class_map.png
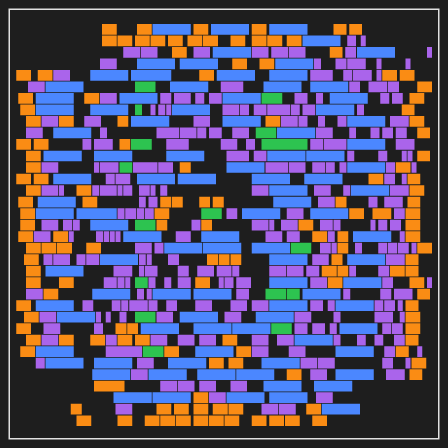
util_map.png
The die is cut into 10 by 10 equal tiles; black is low, pale yellow is high, 0 to 100% covered.
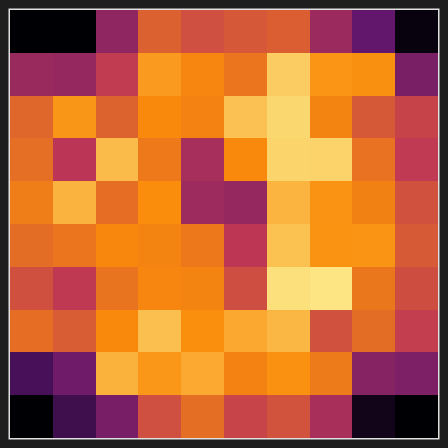
congestion_map.png
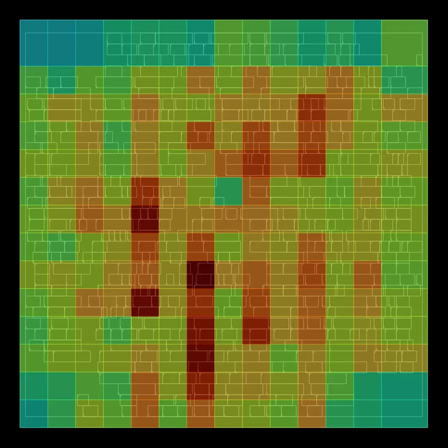
===== config.mk =====
export PLATFORM = sky130hd
export DESIGN_NAME = lc3_mem_responder
export DESIGN_NICKNAME = d
export VERILOG_FILES = /design/src/rtl/lc3_pkg.sv /design/src/rtl/lc3_mmio_regs.sv /design/src/rtl/lc3_mem_responder.sv
export SDC_FILE = /design/constraint.sdc
export NUM_CORES = 1
export LEC_CHECK = 0
export CAP_MARGIN = 20
export CORE_UTILIZATION = 49
export DETAILED_ROUTE_END_ITERATION = 6
export PLACE_DENSITY = 0.8
export SLEW_MARGIN = 40
export SYNTH_ARGS = -nofsm -noshare
export SYNTH_HDL_FRONTEND = slang
export SYNTH_SLANG_ARGS = --single-unit

===== constraint.sdc =====
create_clock -name clk -period 2.7 [get_ports clk]
set_input_delay 0.27 -clock clk [delete_from_list [all_inputs] [get_ports clk]]
set_output_delay 0.27 -clock clk [all_outputs]
set_load 0.02 [all_outputs]

===== src/rtl/lc3_pkg.sv =====
// Shared constants for the LC-3 memory responder: MMIO address map,
// responder state encoding and status-register bit positions.
package lc3_pkg;

  localparam logic [15:0] MMIO_BASE = 16'hFE00;
  localparam logic [15:0] ADDR_KBSR = 16'hFE00;
  localparam logic [15:0] ADDR_KBDR = 16'hFE02;
  localparam logic [15:0] ADDR_DSR  = 16'hFE04;
  localparam logic [15:0] ADDR_DDR  = 16'hFE06;
  localparam logic [15:0] ADDR_MCR  = 16'hFFFE;

  localparam int unsigned READY_BIT = 15;
  localparam int unsigned IE_BIT    = 14;
  localparam int unsigned CLKEN_BIT = 15;

  typedef enum logic [2:0] {
    ST_IDLE       = 3'd0,
    ST_SRAM_ISSUE = 3'd1,
    ST_SRAM_WAIT  = 3'd2,
    ST_MMIO       = 3'd3,
    ST_DONE       = 3'd4
  } resp_state_t;

  function automatic logic is_mmio(input logic [15:0] addr);
    return (addr >= MMIO_BASE);
  endfunction

endpackage


===== src/rtl/lc3_mmio_regs.sv =====
// LC-3 memory-mapped device registers (KBSR/KBDR, DSR/DDR, MCR) with the
// keyboard/display handshakes. Optional interrupt enable: LC3_MEM_KBIE_EN.
module lc3_mmio_regs
  import lc3_pkg::*;
#(
  parameter int unsigned KBD_W = 8
) (
  input  logic             clk,
  input  logic             i_rst_n,
  input  logic             i_acc,
  input  logic             i_we,
  input  logic [15:0]      i_addr,
  input  logic [15:0]      i_wdata,
  output logic [15:0]      o_rdata,
  input  logic             i_kbd_valid,
  input  logic [KBD_W-1:0] i_kbd_data,
  output logic             o_kbd_ready,
  output logic             o_dsp_valid,
  output logic [KBD_W-1:0] o_dsp_data,
  input  logic             i_dsp_ready,
  output logic             o_halted,
  output logic             o_irq
);

  logic        r_kb_ready;
  logic [15:0] r_kbdr;
  logic        r_ds_ready;
  logic [15:0] r_ddr;
  logic        r_dsp_valid;
  logic [15:0] r_mcr;

  logic        w_rd_kbdr;
  logic        w_wr_ddr;
  logic        w_wr_mcr;
  logic        w_kbd_take;
  logic        w_kb_ie;
  logic [15:0] w_kbsr;
  logic [15:0] w_mcr_next;

  assign w_rd_kbdr  = i_acc & ~i_we & (i_addr == ADDR_KBDR);
  assign w_wr_ddr   = i_acc &  i_we & (i_addr == ADDR_DDR);
  assign w_wr_mcr   = i_acc &  i_we & (i_addr == ADDR_MCR);
  assign w_kbd_take = i_kbd_valid & ~r_kb_ready;

  // An accepted key wins over a KBDR read; the read can only collide with
  // an accept when the buffer was already empty, so nothing is lost.
  always_ff @(posedge clk or negedge i_rst_n) begin
    if (!i_rst_n) begin
      r_kb_ready <= 1'b0;
      r_kbdr     <= '0;
    end else if (w_kbd_take) begin
      r_kb_ready <= 1'b1;
      r_kbdr     <= 16'(i_kbd_data);
    end else if (w_rd_kbdr) begin
      r_kb_ready <= 1'b0;
    end
  end

`ifdef LC3_MEM_KBIE_EN
  logic r_kb_ie;
  logic r_irq;
  logic w_wr_kbsr;

  assign w_wr_kbsr = i_acc & i_we & (i_addr == ADDR_KBSR);

  always_ff @(posedge clk or negedge i_rst_n) begin
    if (!i_rst_n) begin
      r_kb_ie <= 1'b0;
      r_irq   <= 1'b0;
    end else begin
      if (w_wr_kbsr) r_kb_ie <= i_wdata[IE_BIT];
      r_irq <= r_kb_ready & r_kb_ie;
    end
  end

  assign w_kb_ie = r_kb_ie;
  assign o_irq   = r_irq;
`else
  assign w_kb_ie = 1'b0;
  assign o_irq   = 1'b0;
`endif

  always_ff @(posedge clk or negedge i_rst_n) begin
    if (!i_rst_n) begin
      r_ds_ready  <= 1'b1;
      r_ddr       <= '0;
      r_dsp_valid <= 1'b0;
    end else if (w_wr_ddr && r_ds_ready) begin
      r_ddr       <= i_wdata;
      r_ds_ready  <= 1'b0;
      r_dsp_valid <= 1'b1;
    end else if (r_dsp_valid && i_dsp_ready) begin
      r_ds_ready  <= 1'b1;
      r_dsp_valid <= 1'b0;
    end
  end

  // Clock-enable bit is sticky-low: once halted, only reset restarts it.
  always_comb begin
    w_mcr_next            = i_wdata;
    w_mcr_next[CLKEN_BIT] = r_mcr[CLKEN_BIT] & i_wdata[CLKEN_BIT];
  end

  always_ff @(posedge clk or negedge i_rst_n) begin
    if (!i_rst_n) begin
      r_mcr <= 16'h8000;
    end else if (w_wr_mcr) begin
      r_mcr <= w_mcr_next;
    end
  end

  always_comb begin
    w_kbsr            = '0;
    w_kbsr[READY_BIT] = r_kb_ready;
    w_kbsr[IE_BIT]    = w_kb_ie;
  end

  always_comb begin
    o_rdata = '0;
    case (i_addr)
      ADDR_KBSR: o_rdata = w_kbsr;
      ADDR_KBDR: o_rdata = r_kbdr;
      ADDR_DSR:  o_rdata[READY_BIT] = r_ds_ready;
      ADDR_DDR:  o_rdata = r_ddr;
      ADDR_MCR:  o_rdata = r_mcr;
      default:   o_rdata = '0;
    endcase
  end

  assign o_kbd_ready = ~r_kb_ready;
  assign o_dsp_valid = r_dsp_valid;
  assign o_dsp_data  = r_ddr[KBD_W-1:0];
  assign o_halted    = ~r_mcr[CLKEN_BIT];

endmodule


===== src/rtl/lc3_mem_responder.sv =====
// LC-3 memory responder: SRAM front end with programmable wait states plus
// the MMIO register block. Optional keyboard interrupt: LC3_MEM_KBIE_EN.
module lc3_mem_responder
  import lc3_pkg::*;
#(
  parameter int unsigned WAIT_STATES = 1,
  parameter int unsigned KBD_W       = 8
) (
  input  logic             clk,
  input  logic             reset,
  input  logic             req_valid,
  input  logic             req_we,
  input  logic [15:0]      req_addr,
  input  logic [15:0]      req_wdata,
  output logic             busy,
  output logic             resp_done,
  output logic [15:0]      resp_rdata,
  output logic             sram_en,
  output logic             sram_we,
  output logic [15:0]      sram_addr,
  output logic [15:0]      sram_wdata,
  input  logic [15:0]      sram_rdata,
  input  logic             kbd_valid,
  input  logic [KBD_W-1:0] kbd_data,
  output logic             kbd_ready,
  output logic             dsp_valid,
  output logic [KBD_W-1:0] dsp_data,
  input  logic             dsp_ready,
  output logic             halted,
  output logic             irq
);

  localparam logic [2:0] WS = WAIT_STATES[2:0];

  resp_state_t r_state;
  logic [15:0] r_addr;
  logic        r_we;
  logic [15:0] r_wdata;
  logic [2:0]  r_cnt;
  logic [15:0] r_rdata;

  logic [15:0] w_mmio_rdata;
  logic        w_mmio_acc;
  logic        w_sram_rd_done;

  always_ff @(posedge clk or negedge reset) begin
    if (!reset) begin
      r_state <= ST_IDLE;
      r_addr  <= '0;
      r_we    <= 1'b0;
      r_wdata <= '0;
      r_cnt   <= '0;
      r_rdata <= '0;
    end else begin
      case (r_state)
        ST_IDLE: begin
          if (req_valid) begin
            r_addr  <= req_addr;
            r_we    <= req_we;
            r_wdata <= req_wdata;
            r_state <= is_mmio(req_addr) ? ST_MMIO : ST_SRAM_ISSUE;
          end
        end
        ST_SRAM_ISSUE: begin
          r_cnt   <= WS;
          r_state <= (WS != 3'd0) ? ST_SRAM_WAIT : ST_DONE;
        end
        ST_SRAM_WAIT: begin
          r_cnt <= r_cnt - 3'd1;
          if (r_cnt <= 3'd1) r_state <= ST_DONE;
        end
        ST_MMIO: begin
          if (!r_we) r_rdata <= w_mmio_rdata;
          r_state <= ST_DONE;
        end
        ST_DONE: begin
          if (w_sram_rd_done) r_rdata <= sram_rdata;
          r_state <= ST_IDLE;
        end
        default: r_state <= ST_IDLE;
      endcase
    end
  end

  // SRAM read data arrives during DONE, so it is forwarded combinationally
  // for that cycle and held in r_rdata afterwards.
  assign w_sram_rd_done = (r_state == ST_DONE) & ~r_we & ~is_mmio(r_addr);
  assign resp_rdata     = w_sram_rd_done ? sram_rdata : r_rdata;

  assign busy       = r_state inside {ST_SRAM_ISSUE, ST_SRAM_WAIT, ST_MMIO};
  assign resp_done  = (r_state == ST_DONE);
  assign sram_en    = (r_state == ST_SRAM_ISSUE);
  assign sram_we    = sram_en & r_we;
  assign sram_addr  = r_addr;
  assign sram_wdata = r_wdata;
  assign w_mmio_acc = (r_state == ST_MMIO);

  lc3_mmio_regs #(
    .KBD_W (KBD_W)
  ) u_mmio (
    .clk         (clk),
    .i_rst_n     (reset),
    .i_acc       (w_mmio_acc),
    .i_we        (r_we),
    .i_addr      (r_addr),
    .i_wdata     (r_wdata),
    .o_rdata     (w_mmio_rdata),
    .i_kbd_valid (kbd_valid),
    .i_kbd_data  (kbd_data),
    .o_kbd_ready (kbd_ready),
    .o_dsp_valid (dsp_valid),
    .o_dsp_data  (dsp_data),
    .i_dsp_ready (dsp_ready),
    .o_halted    (halted),
    .o_irq       (irq)
  );

endmodule

==> run_results.csv <==
group,metric,value,unit
logic_synthesis,top_area_cell,"dfrtp_1",
min_path,hold_class,"primary input to asynchronous set/reset pin",
logic_synthesis,ys_sh_aoi,0.139,
cells_and_area,layout.area.top_class,"sequential cells",
setup_path,worst-path-buf-inv,2,
cells_and_area,n_all_inverters,25,
cts,cts_setup_buffers,0,
logic_synthesis,xor_share,0,
cells_and_area,mi_logic_area,0.00204,mm2
timing,maxSlewViolCount,0,
logic_synthesis,common_cells,"dfrtp_1, mux2_2, inv_1",
grt,grt_pass1_wl,19100,um
power_and_ir_drop,p_comb,2.57,mW
die,chipArea,0.0102,mm2
power_and_ir_drop,p_per_area,911,mW/mm2
power_and_ir_drop,p_int,3.60,mW
setup_path,r2r_end,"u_mmio.r_ddr[5]",
die,ioPinCount,126,
cells_and_area,ff_count,98,
power_and_ir_drop,clockPowerShare,0.171,
power_and_ir_drop,seq_power,2.23,mW
logic_synthesis,synth_cells,407,
die,die.size.y,101,um
timing,final-setup-viol-count,0,
timing,finalHoldViolCount,0,
cells_and_area,clkbuf_count,11,
placement,io_buffers,124,
cells_and_area,clock_area_frac,0.0335,
cts,cts.sinks,98,
setup_path,reg2regPathDepth,5,
power_and_ir_drop,combPwrFrac,0.444,
setup_path,cp_num_cells,5,
route,vias_per_cell,5.57,
flow_run,maxCapViolCount,0,
setup_path,crit_top_cell,"a21o_1",
route,highest_layer,"met4",
power_and_ir_drop,p_switching,2.19,mW
cells_and_area,layout-drive-gt1-share,0.262,
setup_path,crit_chain,"or4b_1 -> a21o_1 -> buf_4 -> a21o_1 -> dlygate4sd2_1",
power_and_ir_drop,seqPwrFrac,0.385,
setup_path,cpPeakStageDelay,0.58,ns
cells_and_area,instances_no_fill,645,
logic_synthesis,simple_gate_share,0.0735,
die,tap_cells,129,
logic_synthesis,synth-async-reset-ratio,1.00,
outcome,status,"finished, final reports clean",
cells_and_area,area_share_nonclk_buffers,0.220,
logic_synthesis,synth_seq_share,0.510,
cts,cts_tree,"yes",
timing,skew,0.00913,ns
route,wl_met3,663,um
## Picture notes: class_map.png
[orange] remaining buffers and delay cells | cells: 145 | share of their area: 23%
[purple] remaining logic cells | cells: 257 | share of their area: 34%
[green] clock drivers and dummy loads | cells: 16 | share of their area: 3.4%
[blue] registers | cells: 98 | share of their area: 40%
Seq area share: 0.386
post-layout util: 0.678
design area: 0.00635 mm2

## Picture notes: util_map.png
fullest tile: 94%
nearly empty tiles: 4.0%
mean over tiles: 61%
tiles over 75% full: 27%
total core area: 0.00937 mm2
Init Core Util: 0.514

## Picture notes: congestion_map.png
met1 GRT Util: 0.321
routing usage on met2: 0.407
global route hottest layer: met2

